===== src/rtl/vec_pkg.sv =====
// rtl/vec_pkg.sv - shared constants, op codes and sequencer state type for the vector datapath
package vec_pkg;

    localparam int LANES  = 16;
    localparam int LANE_W = 8;
    localparam int VEC_W  = LANES * LANE_W;

    localparam logic [2:0] ADDV = 3'b000;
    localparam logic [2:0] SUBV = 3'b001;
    localparam logic [2:0] MULV = 3'b010;
    localparam logic [2:0] XORV = 3'b101;

    typedef enum logic [1:0] {
        IDLE,
        RUN,
        DONE
    } seq_state_t;

    function automatic logic op_legal(input logic [2:0] op);
        return (op == ADDV) || (op == SUBV) || (op == MULV) || (op == XORV);
    endfunction

endpackage


===== src/rtl/vec_slice_mux.sv =====
// rtl/vec_slice_mux.sv - selects one SLICE_W-wide slice of a vector operand
module vec_slice_mux #(
    parameter int VEC_W   = 128,
    parameter int SLICE_W = 32,
    parameter int SEL_W   = 2
) (
    input  logic [VEC_W-1:0]   vec_i,
    input  logic [SEL_W-1:0]   sel_i,
    output logic [SLICE_W-1:0] slice_o
);

    localparam int NSLICE = VEC_W / SLICE_W;

    logic [NSLICE-1:0][SLICE_W-1:0] slices;

    assign slices  = vec_i;
    assign slice_o = slices[sel_i];

endmodule


===== src/rtl/vec_alu_sequencer.sv =====
// rtl/vec_alu_sequencer.sv - walks one vector op through the shared lane ALU, SLICE lanes per cycle
module vec_alu_sequencer
    import vec_pkg::*;
#(
    parameter int SLICE = 4
) (
    input  logic                    clk,
    input  logic                    reset,
    input  logic                    Start,
    input  logic                    Flush,
    input  logic [2:0]              ALUControl,
    input  logic [VEC_W-1:0]        SrcA,
    input  logic [VEC_W-1:0]        SrcB,
    output logic                    Stall,
    output logic                    Done,
    output logic                    Err,
    output logic [VEC_W-1:0]        Result,
    output logic [SLICE*LANE_W-1:0] LaneA,
    output logic [SLICE*LANE_W-1:0] LaneB,
    output logic [2:0]              LaneCtrl,
    input  logic [SLICE*LANE_W-1:0] LaneY
);

    localparam int NSLICE  = LANES / SLICE;
    localparam int SLICE_W = SLICE * LANE_W;
    localparam int CNT_W   = (NSLICE > 1) ? $clog2(NSLICE) : 1;
    localparam logic [CNT_W-1:0] LAST = CNT_W'(NSLICE - 1);

    seq_state_t                     state_q, state_d;
    logic [CNT_W-1:0]               cnt_q, cnt_d;
    logic [VEC_W-1:0]               a_q, a_d;
    logic [VEC_W-1:0]               b_q, b_d;
    logic [2:0]                     op_q, op_d;
    logic [NSLICE-1:0][SLICE_W-1:0] result_q, result_d;
    logic                           done_q, done_d;
    logic                           err_q, err_d;

    logic                           accept;
    logic                           legal;
    logic [SLICE_W-1:0]             slice_a;
    logic [SLICE_W-1:0]             slice_b;

    assign accept = Start & ~Flush;
    assign legal  = op_legal(op_q);

    vec_slice_mux #(.VEC_W(VEC_W), .SLICE_W(SLICE_W), .SEL_W(CNT_W)) u_mux_a (
        .vec_i   (a_q),
        .sel_i   (cnt_q),
        .slice_o (slice_a)
    );

    vec_slice_mux #(.VEC_W(VEC_W), .SLICE_W(SLICE_W), .SEL_W(CNT_W)) u_mux_b (
        .vec_i   (b_q),
        .sel_i   (cnt_q),
        .slice_o (slice_b)
    );

    // Illegal ops still run the full sequence so Err lines up with a normal Done.
    assign LaneA    = (state_q == RUN) ? slice_a : '0;
    assign LaneB    = (state_q == RUN) ? slice_b : '0;
    assign LaneCtrl = (state_q == RUN && legal) ? op_q : 3'b000;

    always_comb begin
        state_d  = state_q;
        cnt_d    = cnt_q;
        a_d      = a_q;
        b_d      = b_q;
        op_d     = op_q;
        result_d = result_q;
        done_d   = 1'b0;
        err_d    = 1'b0;
        Stall    = 1'b0;

        case (state_q)
            IDLE, DONE: begin
                Stall   = (state_q == IDLE) & accept;
                state_d = IDLE;
                if (accept) begin
                    a_d     = SrcA;
                    b_d     = SrcB;
                    op_d    = ALUControl;
                    cnt_d   = '0;
                    state_d = RUN;
                end
            end
            RUN: begin
                Stall = 1'b1;
                if (Flush) begin
                    state_d = IDLE;
                    cnt_d   = '0;
                end else begin
                    result_d[cnt_q] = legal ? LaneY : '0;
                    cnt_d           = cnt_q + 1'b1;
                    if (cnt_q == LAST) begin
                        cnt_d   = '0;
                        state_d = DONE;
                        done_d  = 1'b1;
                        err_d   = ~legal;
                    end
                end
            end
            default: begin
                state_d = IDLE;
                cnt_d   = '0;
            end
        endcase
    end

    always_ff @(posedge clk) begin
        if (reset) begin
            state_q  <= IDLE;
            cnt_q    <= '0;
            a_q      <= '0;
            b_q      <= '0;
            op_q     <= 3'b000;
            result_q <= '0;
            done_q   <= 1'b0;
            err_q    <= 1'b0;
        end else begin
            state_q  <= state_d;
            cnt_q    <= cnt_d;
            a_q      <= a_d;
            b_q      <= b_d;
            op_q     <= op_d;
            result_q <= result_d;
            done_q   <= done_d;
            err_q    <= err_d;
        end
    end

    assign Done   = done_q;
    assign Err    = err_q;
    assign Result = result_q;

endmodule


===== config.mk =====
export PLATFORM = sky130hd
export DESIGN_NAME = vec_alu_sequencer
export DESIGN_NICKNAME = d
export VERILOG_FILES = /design/src/rtl/vec_pkg.sv /design/src/rtl/vec_slice_mux.sv /design/src/rtl/vec_alu_sequencer.sv
export SDC_FILE = /design/constraint.sdc
export NUM_CORES = 1
export LEC_CHECK = 0
export CAP_MARGIN = 20
export CORE_ASPECT_RATIO = 1.4
export CORE_MARGIN = 2
export CORE_UTILIZATION = 25
export DETAILED_ROUTE_END_ITERATION = 10
export GPL_ROUTABILITY_DRIVEN = 0
export PLACE_DENSITY = 0.58
export SLEW_MARGIN = 15
export SYNTH_ARGS = -nofsm -noshare
export SYNTH_HDL_FRONTEND = slang
export SYNTH_SLANG_ARGS = --single-unit
export TNS_END_PERCENT = 20

===== constraint.sdc =====
create_clock -name clk -period 2.1 [get_ports clk]
set_input_delay 0.42 -clock clk [delete_from_list [all_inputs] [get_ports clk]]
set_output_delay 0.42 -clock clk [all_outputs]
set_load 0.01 [all_outputs]

### PDN straps and rails, run 1

Scale bar: 50 µm. Pins as bars on the die edge.
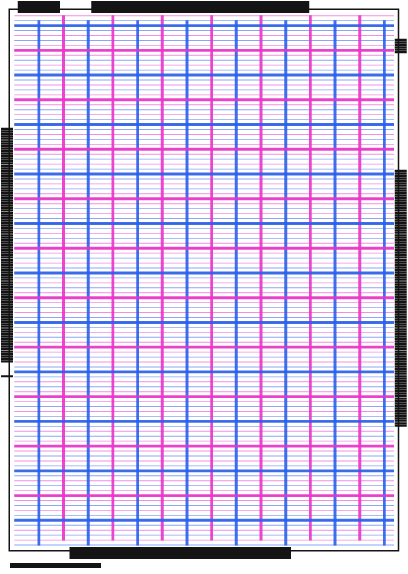
VDD -> magenta
VSS -> blue
met5 straps = 21
met1 rails = 108
signal pins = 493
Die Wd: 213 µm
VDD IR max: 0.727 mV
DIE HEIGHT: 297 µm
total core area: 60800 µm²

### Placed cells, one colour a class, run 1

Scale bar: 50 µm.
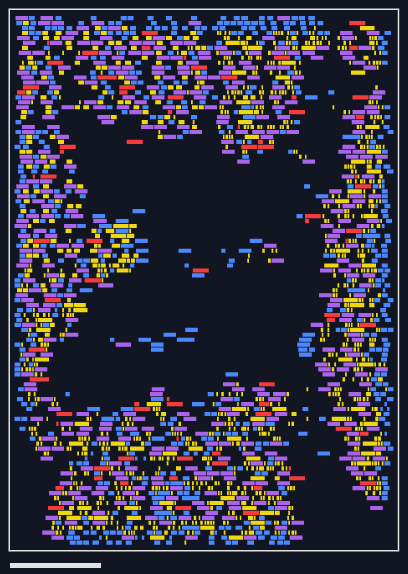
clock drivers and dummy loads -> red  # cells 75, share of their area 6.3%
remaining buffers and delay cells -> blue  # cells 575, share of their area 27%
sequential cells -> purple  # cells 393, share of their area 35%
combinational and other logic -> yellow  # cells 1104, share of their area 31%

### Clock distribution, run 1

Scale bar: 50 µm.
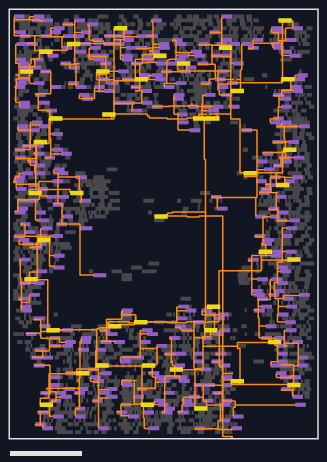
clock drivers -> yellow  # count 42
flip-flops -> purple  # count 393
clock wires -> orange  # length 5560 µm
flops lie = widely spread
routed clock nets = 43

### Routed metal, one colour a layer, run 1

Two of the layers only.
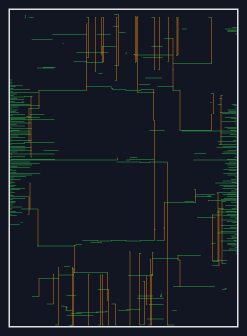
metal 3 -> green  # wire length 3480 µm
metal 4 -> orange  # wire length 2490 µm

==> reports/metrics.cfg, run 1 <==
[run_status]
status = finished with violations
violations = negative setup slack

[worst_setup_path]
cp-startpoint = cnt_q[0]
worst-path-max-fanout = 6

[global_routing]
met2_usage_pct = 30.7
grt_usage_pct = 17.3
busiest_layer = met2

[final_timing]
finalCriticalPeriod_ns = 2.56
finalWorstSetupSlack_ns = -0.460
setup_viol = 64

[placement]
dp.cells = 2868

[clock_tree]
cts_tree = yes

[final_layout]
nMultiInputCombCells = 1100
post-route-cell-area_um2 = 23400
flops = 393
antenna_cells = 18
seq_share_pct = 33.6

[power]
power.internal_uw = 13200
p_seq_share_pct = 45.4

[detailed_routing]
wl_met2_mm = 28.9

[synthesis]
common_cells = nand2_1, dfxtp_1, a21oi_1

### Placed standard cells, run 1

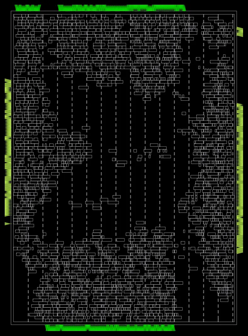

--- run 2 (diff from run 1) ---
--- a/config.mk
+++ b/config.mk
@@ -5,6 +5,7 @@
 export SDC_FILE = /design/constraint.sdc
 export NUM_CORES = 1
 export LEC_CHECK = 0
+export ABC_CLOCK_PERIOD_IN_PS = 2100
 export CAP_MARGIN = 20
 export CORE_ASPECT_RATIO = 1.4
 export CORE_MARGIN = 2
@@ -12,6 +13,7 @@
 export DETAILED_ROUTE_END_ITERATION = 10
 export GPL_ROUTABILITY_DRIVEN = 0
 export PLACE_DENSITY = 0.58
+export RECOVER_POWER = 25
 export SLEW_MARGIN = 15
 export SYNTH_ARGS = -nofsm -noshare
 export SYNTH_HDL_FRONTEND = slang
### Placed standard cells, run 2

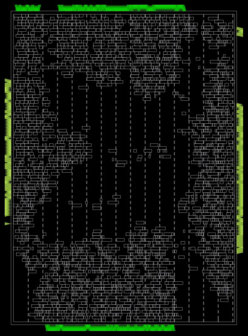
fraction of area in registers: 33.7%
TAP cells: 817
Layout fillers: 6157
Post-Layout Cell Count: 2982

### Routed metal, one colour a layer, run 2

Two of the layers only.
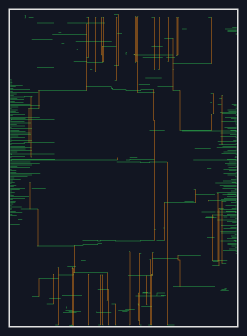
metal 3 -> green  # wire length 3490 µm
metal 4 -> orange  # wire length 2460 µm
Routed WL: 56.3 mm
WL per Instance: 18.9 µm
GR Util All Layers: 17.3%

==> run 2 against run 1 <==
The flow still finishes with violations (negative setup slack). Area after synthesis stayed put. Global-route usage stayed put. Synthesized cell count unchanged. Combinational power barely moved. Wire length about the same. Clock-buffer cell count unchanged. Hold slack worse by 0.00052 ns. Clock power about the same. Critical path type unchanged. Largest cell class unchanged. Largest power group unchanged. Highest routed layer unchanged.
==> reports/metrics.cfg, run 2 <==
[floorplan]
die_width_um = 213  ; unchanged
die_y_um = 297  ; unchanged
core_um2 = 60800  ; unchanged

[worst_setup_path]
cp_slowest_cell = mux4_2
cp-startpoint = cnt_q[0]
critPathBufInv = 4
worstSetupStartpointType = flop
worst-path-max-fanout = 6  ; unchanged
ff2ff_path_depth = 6
crit_path_max_incr_delay_ns = 0.50

[final_layout]
post-route-cell-area_um2 = 23400  ; -0.28%
seq_area_um2 = 7880
flops = 393  ; unchanged
mostFrequentLayoutCell = nand2_1
antenna_cells = 18  ; unchanged
nMultiInputCombCells = 1100  ; unchanged

[final_timing]
setup_viol = 64  ; unchanged
finalCriticalPeriod_ns = 2.56  ; +0.00146 ns
finalWorstSetupSlack_ns = -0.462  ; -0.00146 ns

[detailed_routing]
wl_met1_mm = 21.4
wl_met2_mm = 29.0  ; +0.20%
vias_per_cell = 4.68

[synthesis]
mux_share_pct = 9.47
common_cells = nand2_1, dfxtp_1, a21oi_1
ys_sh_adder_pct = 0.408

[power]
p_seq_share_pct = 45.4  ; about the same
powerSeq_uw = 7850
p_per_area_nw_per_um2 = 739
ir_drop_mv = 0.727  ; about the same

[global_routing]
busiest_layer = met2
met2_usage_pct = 30.7  ; unchanged

[placement]
placed_cell_area_um2 = 21500
dp.cells = 2868  ; unchanged

[clock_tree]
cts_tree = yes
clockRootBuffer = clkbuf_16
htree_levels = 2
cts_resized = 341

[run_status]
status = finished with violations
violations = negative setup slack

### Placed cells, one colour a class, run 2

Scale bar: 50 µm.
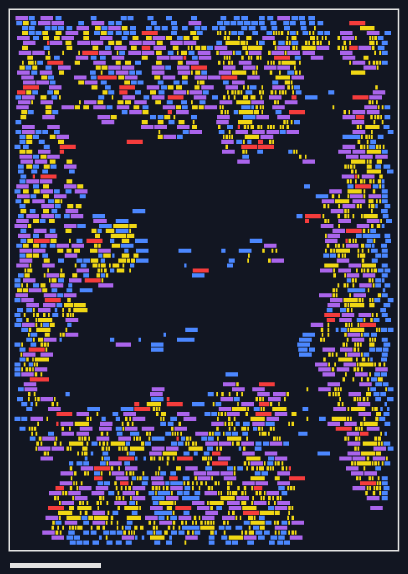

--- run 3 (diff from run 2) ---
--- a/config.mk
+++ b/config.mk
@@ -5,14 +5,14 @@
 export SDC_FILE = /design/constraint.sdc
 export NUM_CORES = 1
 export LEC_CHECK = 0
-export ABC_CLOCK_PERIOD_IN_PS = 2100
+export ABC_CLOCK_PERIOD_IN_PS = 2500
 export CAP_MARGIN = 20
 export CORE_ASPECT_RATIO = 1.4
 export CORE_MARGIN = 2
 export CORE_UTILIZATION = 25
 export DETAILED_ROUTE_END_ITERATION = 10
 export GPL_ROUTABILITY_DRIVEN = 0
-export PLACE_DENSITY = 0.58
+export PLACE_DENSITY = 0.57
 export RECOVER_POWER = 25
 export SLEW_MARGIN = 15
 export SYNTH_ARGS = -nofsm -noshare
==> constraint.sdc (replaced) <==
create_clock -name clk -period 2.5 [get_ports clk]
set_input_delay 0.5 -clock clk [delete_from_list [all_inputs] [get_ports clk]]
set_output_delay 0.5 -clock clk [all_outputs]
set_load 0.01 [all_outputs]
### Placed cells, one colour a class, run 3

Scale bar: 50 µm.
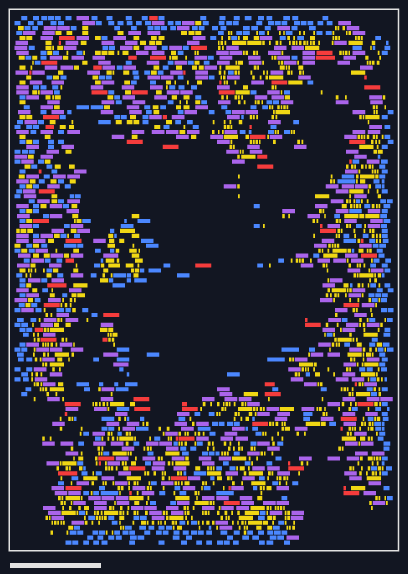
combinational and other logic -> yellow  # cells 1104, share of their area 31%
sequential cells -> purple  # cells 393, share of their area 36%
clock drivers and dummy loads -> red  # cells 77, share of their area 6.3%
remaining buffers and delay cells -> blue  # cells 556, share of their area 26%
Final Instance Area: 23100 µm²
final core utilization: 38.0%
fraction of area in registers: 34.1%

==> run 3 against run 2 <==
The flow still finishes with violations (negative setup slack). Synthesized cell count unchanged. Non-clock buffer count decreased by 19. Sequential share of layout area increased by 0.44 points. Clock skew decreased by 0.0082 ns. Wire length decreased by 0.58%. Largest power group unchanged.
==> reports/metrics.cfg, run 3 <==
[run_status]
status = finished with violations
violations = negative setup slack

[detailed_routing]
totalWireLength_mm = 56.0  ; -0.58%
routedWlPerCell_um = 18.9  ; +0.12%

[global_routing]
met2_usage_pct = 30.3  ; -0.41 points
grt_usage_pct = 17.1  ; -0.19 points

[synthesis]
common_cells = nand2_1, dfxtp_1, a21oi_1
ys_sh_adder_pct = 0.408  ; unchanged

[worst_setup_path]
cp_slowest_cell = mux4_2
crit_path_max_incr_delay_ns = 0.48  ; -0.02 ns

[final_timing]
finalWorstSetupSlack_ns = -0.132  ; +0.329 ns
setup_viol = 55  ; -14%

[final_layout]
fin_cells = 2961  ; -0.70%

[clock_tree]
cts_resized = 357  ; +4.7%

[floorplan]
core_um2 = 60800  ; unchanged
nWellTaps = 817  ; unchanged

[placement]
dp.cells = 2848  ; -0.70%
placed_cell_area_um2 = 21200  ; -1.1%

[power]
p_per_area_nw_per_um2 = 625  ; -15%
powerSeq_uw = 6580  ; -16%

### PDN straps and rails, run 3

Scale bar: 50 µm. Pins as bars on the die edge.
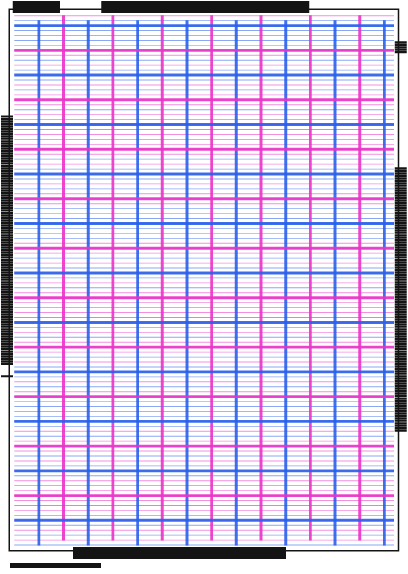
VSS -> blue
VDD -> magenta
rows = 107
met4 straps = 15
met1 rails = 108
met5 straps = 21
VDD IR max: 0.402 mV

Power figures rest on the tool's default switching activity, not on a simulated workload.
